==> src/rtl/bsg_clk_gen_osc_slew.sv <==
`default_nettype none
// +------------------------------------------------------------------------+
// | Module  : bsg_clk_gen_osc_slew                                           |
// | Brief   : Cycle-based multi-channel oscillator-control model. Holds a    |
// |           staged {adg, cdt, fdt} word per channel, applies all staged    |
// |           words on a trigger and drives a divided square wave whose      |
// |           half-period is (2^W - ctrl) clk_i cycles.                      |
// | Option  : BSG_CLK_GEN_OSC_SLEW_EN - when defined, applied words walk     |
// |           toward their target one LSB every step_cycles_p cycles;        |
// |           otherwise a trigger loads the staged words directly.           |
// | Rev     : 1.0 - initial release                                          |
// +------------------------------------------------------------------------+

`ifndef BSG_SAFE_CLOG2
`define BSG_SAFE_CLOG2(x) (((x) == 1) ? 1 : $clog2(x))
`endif

module bsg_clk_gen_osc_slew #(
    parameter int num_adgs_p     = 1,
    parameter int num_channels_p = 2,
    parameter int step_cycles_p  = 4
) (
    input  logic                                          clk_i,
    input  logic                                          reset_n_i,
    input  logic                                          cfg_v_i,
    input  logic [`BSG_SAFE_CLOG2(num_channels_p)-1:0]    cfg_ch_i,
    input  logic [4+num_adgs_p-1:0]                       cfg_data_i,
    output logic                                          cfg_ready_o,
    input  logic                                          trigger_i,
    output logic [num_channels_p*(4+num_adgs_p)-1:0]      ctrl_o,
    output logic [num_channels_p-1:0]                     busy_o,
    output logic                                          done_o,
    output logic [num_channels_p-1:0]                     osc_o
);

    localparam int c_w     = 4 + num_adgs_p;
    localparam int c_ch_w  = `BSG_SAFE_CLOG2(num_channels_p);
    localparam int c_cnt_w = c_w + 1;
    // 2^W: half-period for ctrl = 0
    localparam logic [c_cnt_w-1:0] c_full = c_cnt_w'(1) << c_w;

    // A zero step interval would make the slew rate meaningless
    if (step_cycles_p < 1) begin : g_step_check
        $error("step_cycles_p must be >= 1");
    end

    logic [c_w-1:0]            r_staged [num_channels_p];
    logic [c_w-1:0]            r_ctrl   [num_channels_p];
    logic [num_channels_p-1:0] w_busy;
    logic [num_channels_p-1:0] w_wr_en;
    logic                      w_trig_acc;
    logic                      w_all_idle;
    logic                      r_pending;
    logic                      r_done;

    // Writes and triggers are only taken while no channel is moving
    assign cfg_ready_o = reset_n_i & ~|w_busy;
    assign w_trig_acc  = trigger_i & cfg_ready_o;
    assign w_all_idle  = ~|w_busy;

    // Channel decode; an index with no matching channel is simply dropped
    always_comb begin
        for (int i = 0; i < num_channels_p; i++) begin
            w_wr_en[i] = cfg_v_i & cfg_ready_o & (cfg_ch_i == c_ch_w'(i));
        end
    end

    // Staged words, written one channel at a time by the config port
    always_ff @(posedge clk_i) begin
        if (!reset_n_i) begin
            for (int i = 0; i < num_channels_p; i++) begin
                r_staged[i] <= '0;
            end
        end else begin
            for (int i = 0; i < num_channels_p; i++) begin
                if (w_wr_en[i]) begin
                    r_staged[i] <= cfg_data_i;
                end
            end
        end
    end

`ifdef BSG_CLK_GEN_OSC_SLEW_EN
    typedef enum logic [0:0] {
        ST_IDLE = 1'b0,
        ST_SLEW = 1'b1
    } slew_state_e;

    localparam int c_step_w = `BSG_SAFE_CLOG2(step_cycles_p);
    localparam logic [c_step_w-1:0] c_step_last = c_step_w'(step_cycles_p - 1);

    slew_state_e         r_state     [num_channels_p];
    slew_state_e         w_state_nxt [num_channels_p];
    logic [c_step_w-1:0] r_step_cnt  [num_channels_p];
    logic [c_step_w-1:0] w_step_nxt  [num_channels_p];
    logic [c_w-1:0]      r_target    [num_channels_p];
    logic [c_w-1:0]      w_ctrl_nxt  [num_channels_p];
    logic [c_w-1:0]      w_ctrl_step [num_channels_p];

    // A channel is busy for as long as its slew FSM is active
    always_comb begin
        for (int i = 0; i < num_channels_p; i++) begin
            w_busy[i] = (r_state[i] == ST_SLEW);
        end
    end

    // Slew state, step counter, applied word and target per channel
    always_ff @(posedge clk_i) begin
        if (!reset_n_i) begin
            for (int i = 0; i < num_channels_p; i++) begin
                r_state[i]    <= ST_IDLE;
                r_step_cnt[i] <= '0;
                r_ctrl[i]     <= '0;
                r_target[i]   <= '0;
            end
        end else begin
            for (int i = 0; i < num_channels_p; i++) begin
                r_state[i]    <= w_state_nxt[i];
                r_step_cnt[i] <= w_step_nxt[i];
                r_ctrl[i]     <= w_ctrl_nxt[i];
                if (w_trig_acc) begin
                    r_target[i] <= r_staged[i];
                end
            end
        end
    end

    // Next state: start on an accepted trigger, move one LSB per step interval
    always_comb begin
        for (int i = 0; i < num_channels_p; i++) begin
            w_state_nxt[i] = r_state[i];
            w_step_nxt[i]  = r_step_cnt[i];
            w_ctrl_nxt[i]  = r_ctrl[i];
            w_ctrl_step[i] = (r_target[i] > r_ctrl[i]) ? (r_ctrl[i] + 1'b1)
                                                       : (r_ctrl[i] - 1'b1);
            case (r_state[i])
                ST_IDLE: begin
                    // Compare against staged: target is loaded at this same edge
                    if (w_trig_acc && (r_staged[i] != r_ctrl[i])) begin
                        w_state_nxt[i] = ST_SLEW;
                        w_step_nxt[i]  = '0;
                    end
                end
                ST_SLEW: begin
                    if (r_step_cnt[i] == c_step_last) begin
                        w_step_nxt[i] = '0;
                        w_ctrl_nxt[i] = w_ctrl_step[i];
                        // Leave SLEW in the very cycle ctrl lands on target
                        if (w_ctrl_step[i] == r_target[i]) begin
                            w_state_nxt[i] = ST_IDLE;
                        end
                    end else begin
                        w_step_nxt[i] = r_step_cnt[i] + 1'b1;
                    end
                end
                default: begin
                    w_state_nxt[i] = ST_IDLE;
                end
            endcase
        end
    end
`else
    // Without slewing no channel is ever in motion
    assign w_busy = '0;

    // Applied words jump straight to the staged values on a trigger
    always_ff @(posedge clk_i) begin
        if (!reset_n_i) begin
            for (int i = 0; i < num_channels_p; i++) begin
                r_ctrl[i] <= '0;
            end
        end else if (w_trig_acc) begin
            for (int i = 0; i < num_channels_p; i++) begin
                r_ctrl[i] <= r_staged[i];
            end
        end
    end
`endif

    // Apply-complete tracking: pulse once the first cycle all channels idle
    always_ff @(posedge clk_i) begin
        if (!reset_n_i) begin
            r_pending <= 1'b0;
            r_done    <= 1'b0;
        end else begin
            r_done <= r_pending & w_all_idle;
            if (w_trig_acc) begin
                r_pending <= 1'b1;
            end else if (r_pending && w_all_idle) begin
                r_pending <= 1'b0;
            end
        end
    end

    logic [c_cnt_w-1:0]        r_osc_cnt [num_channels_p];
    logic [c_cnt_w-1:0]        w_half    [num_channels_p];
    logic [num_channels_p-1:0] w_osc_wrap;
    logic [num_channels_p-1:0] r_osc;

    // Half-period H = 2^W - ctrl; '>=' lets a shrinking H toggle immediately
    always_comb begin
        for (int i = 0; i < num_channels_p; i++) begin
            w_half[i]     = c_full - {1'b0, r_ctrl[i]};
            w_osc_wrap[i] = (r_osc_cnt[i] >= (w_half[i] - c_cnt_w'(1)));
        end
    end

    // Oscillator counters and outputs
    always_ff @(posedge clk_i) begin
        if (!reset_n_i) begin
            for (int i = 0; i < num_channels_p; i++) begin
                r_osc_cnt[i] <= '0;
            end
            r_osc <= '0;
        end else begin
            for (int i = 0; i < num_channels_p; i++) begin
                if (w_osc_wrap[i]) begin
                    r_osc_cnt[i] <= '0;
                    r_osc[i]     <= ~r_osc[i];
                end else begin
                    r_osc_cnt[i] <= r_osc_cnt[i] + c_cnt_w'(1);
                end
            end
        end
    end

    // Channel 0 occupies the LSBs of the packed control bus
    for (genvar g = 0; g < num_channels_p; g++) begin : g_ctrl_pack
        assign ctrl_o[g*c_w +: c_w] = r_ctrl[g];
    end

    // Status outputs read as zero for as long as reset is held
    assign busy_o = w_busy & {num_channels_p{reset_n_i}};
    assign osc_o  = r_osc  & {num_channels_p{reset_n_i}};
    assign done_o = r_done & reset_n_i;

endmodule

`default_nettype wire

==> config.mk <==
export PLATFORM = sky130hd
export DESIGN_NAME = bsg_clk_gen_osc_slew
export DESIGN_NICKNAME = d
export VERILOG_FILES = /design/src/rtl/bsg_clk_gen_osc_slew.sv
export SDC_FILE = /design/constraint.sdc
export NUM_CORES = 1
export LEC_CHECK = 0
export CAP_MARGIN = 15
export CORE_MARGIN = 2
export CORE_UTILIZATION = 55
export CTS_BUF_LIST = sky130_fd_sc_hd__clkbuf_8
export DETAILED_ROUTE_END_ITERATION = 16
export PLACE_DENSITY = 0.81
export RECOVER_POWER = 50
export SETUP_SLACK_MARGIN = 0.05
export SYNTH_ARGS = -nofsm -noshare
export SYNTH_HDL_FRONTEND = slang
export SYNTH_SLANG_ARGS = --single-unit
==> constraint.sdc <==
create_clock -name clk_i -period 2.2 [get_ports clk_i]
set_input_delay 0.44 -clock clk_i [delete_from_list [all_inputs] [get_ports clk_i]]
set_output_delay 0.44 -clock clk_i [all_outputs]
set_load 0.05 [all_outputs]
==> flow_metrics.py <==
# Metrics from the implementation run
metrics = {
    "final_timing": {
        "setup_tns_ns": 0,
        "timing_max_transition_violations_final": 0,
        "relSlewSlack_pct": 57.6,
        "fin_crit_sh_pct": 91.1,
    },
    "worst_hold_path": {
        "min_delay_worst_endpoint": "r_done$_SDFF_PN0_",
    },
    "worst_setup_path": {
        "reg2reg_slack_ns": 0.36,
        "critical_path_buffers_and_inverters": 2,
        "critical_path.cell_chain": "clkdlybuf4s50_1 > and2_1 > buf_12",
        "r2r.worst_path.cells": 5,
        "timing.rr.start": "r_osc_cnt[0][3]$_SDFFCE_PN0P_",
        "worst_path_largest_cell_delay_ns": 0.72,
    },
    "global_route": {
        "maximum_number_of_pins_on_one_net_before_global_route_repair": 20,
        "grt_pass1_vias": 1075,
        "gr-usage-met3_pct": 5.90,
    },
    "placement": {
        "place_congestion": 0.733,
        "total_cell_area_at_the_placement_stage_um2": 2020,
    },
    "final_layout": {
        "postLayoutCoreUtil_pct": 70.5,
        "dominant_cells": "registers",
        "biggestRegsByFlops": "r_osc_cnt: 12 flops, r_ctrl: 10 flops, r_staged: 10 flops",
        "area.growth.synth_to_final_pct": 24.6,
        "final_common_cell": "edfxtp_1",
    },
    "synthesis": {
        "simple_gate_share_pct": 15.1,
        "top_cell": "edfxtp_1",
        "postSynth.asyncResetShare_pct": 0,
        "synthAoiAreaFrac_pct": 4.75,
    },
    "detailed_routing": {
        "topRoutingLayerUsed": "met4",
        "finalWirelength_um": 2920,
        "detail-route-antenna-nets": 0,
    },
    "pwr": {
        "total_power_mw": 1.54,
        "largestPowerGroup": "registers",
        "powerComb_mw": 0.260,
    },
    "clock_tree": {
        "cts_tree": "yes",
        "clk_transition_reported_paths_ns": 0.07,
    },
    "die": {
        "chipArea_um2": 3520,
        "nWellTaps": 33,
    },
    "outcome": {
        "status": "complete, no violations",
    },
}
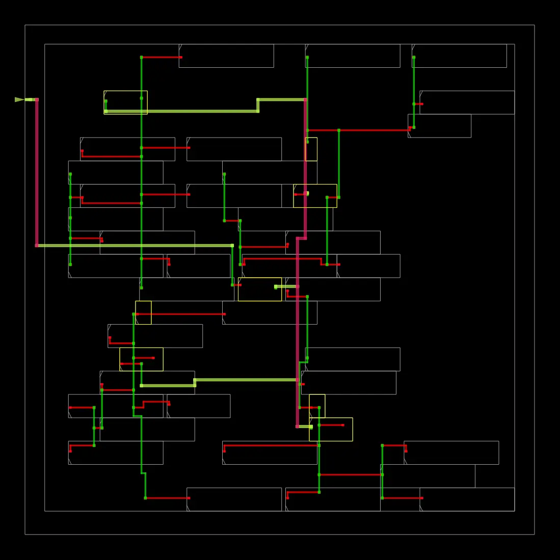
(clock nets)
final sequential cell count: 36
number of sinks handled by clock tree synthesis: 36
clock tree buffer count of the final layout: 5

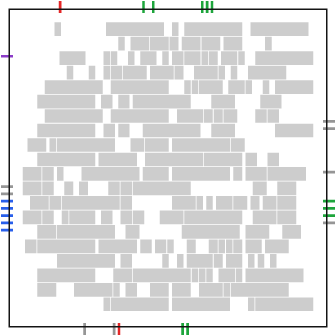
(I/O pins on the die edge)
Pins as bars across the die edge, other pins in gray.
Key: green = ctrl_o [pins 10, direction output, edge 5 top, 3 right, 2 bottom]; purple = clk_i [pins 1, direction input, edge left]; blue = cfg_data_i [pins 5, direction input, edge left]; red = busy_o [pins 2, direction output, edge 1 bottom, 1 top]

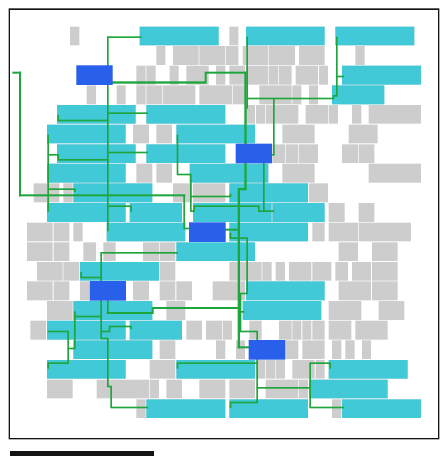
(clock network drawn from the DEF)
Scale bar: 20 um.
Key: blue = clock drivers [count 5]; cyan = flip-flops [count 36]; green = clock wires [length 438 um]
Position of the flops: spread over the die. There are 6 routed clock nets.

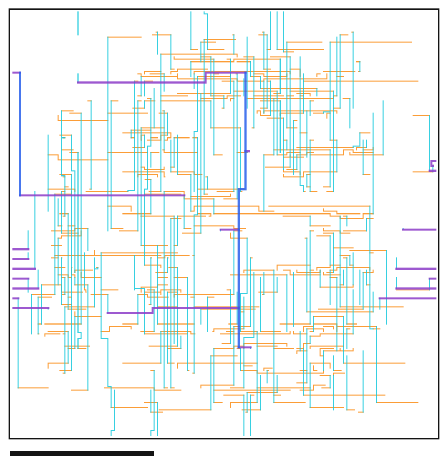
(metal layers overlaid)
Scale bar: 20 um.
Key: orange = metal 1 [wire length 1,170 um]; cyan = metal 2 [wire length 1,580 um]; purple = metal 3 [wire length 116 um]; blue = metal 4 [wire length 56.0 um]

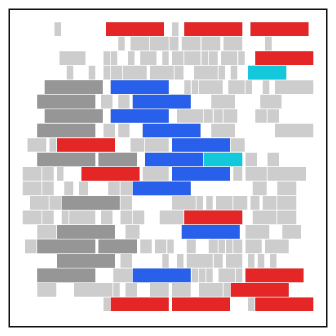
(where the registers sit)
Other sequential cells in the stronger gray, the rest of the logic in the fainter gray.
Key: cyan = r_osc [flops 2]; blue = r_ctrl [flops 10]; red = r_osc_cnt [flops 12]
Another 12 sequential cells are not colored.

No activity file was given, so power comes from the tool's default toggle rates.
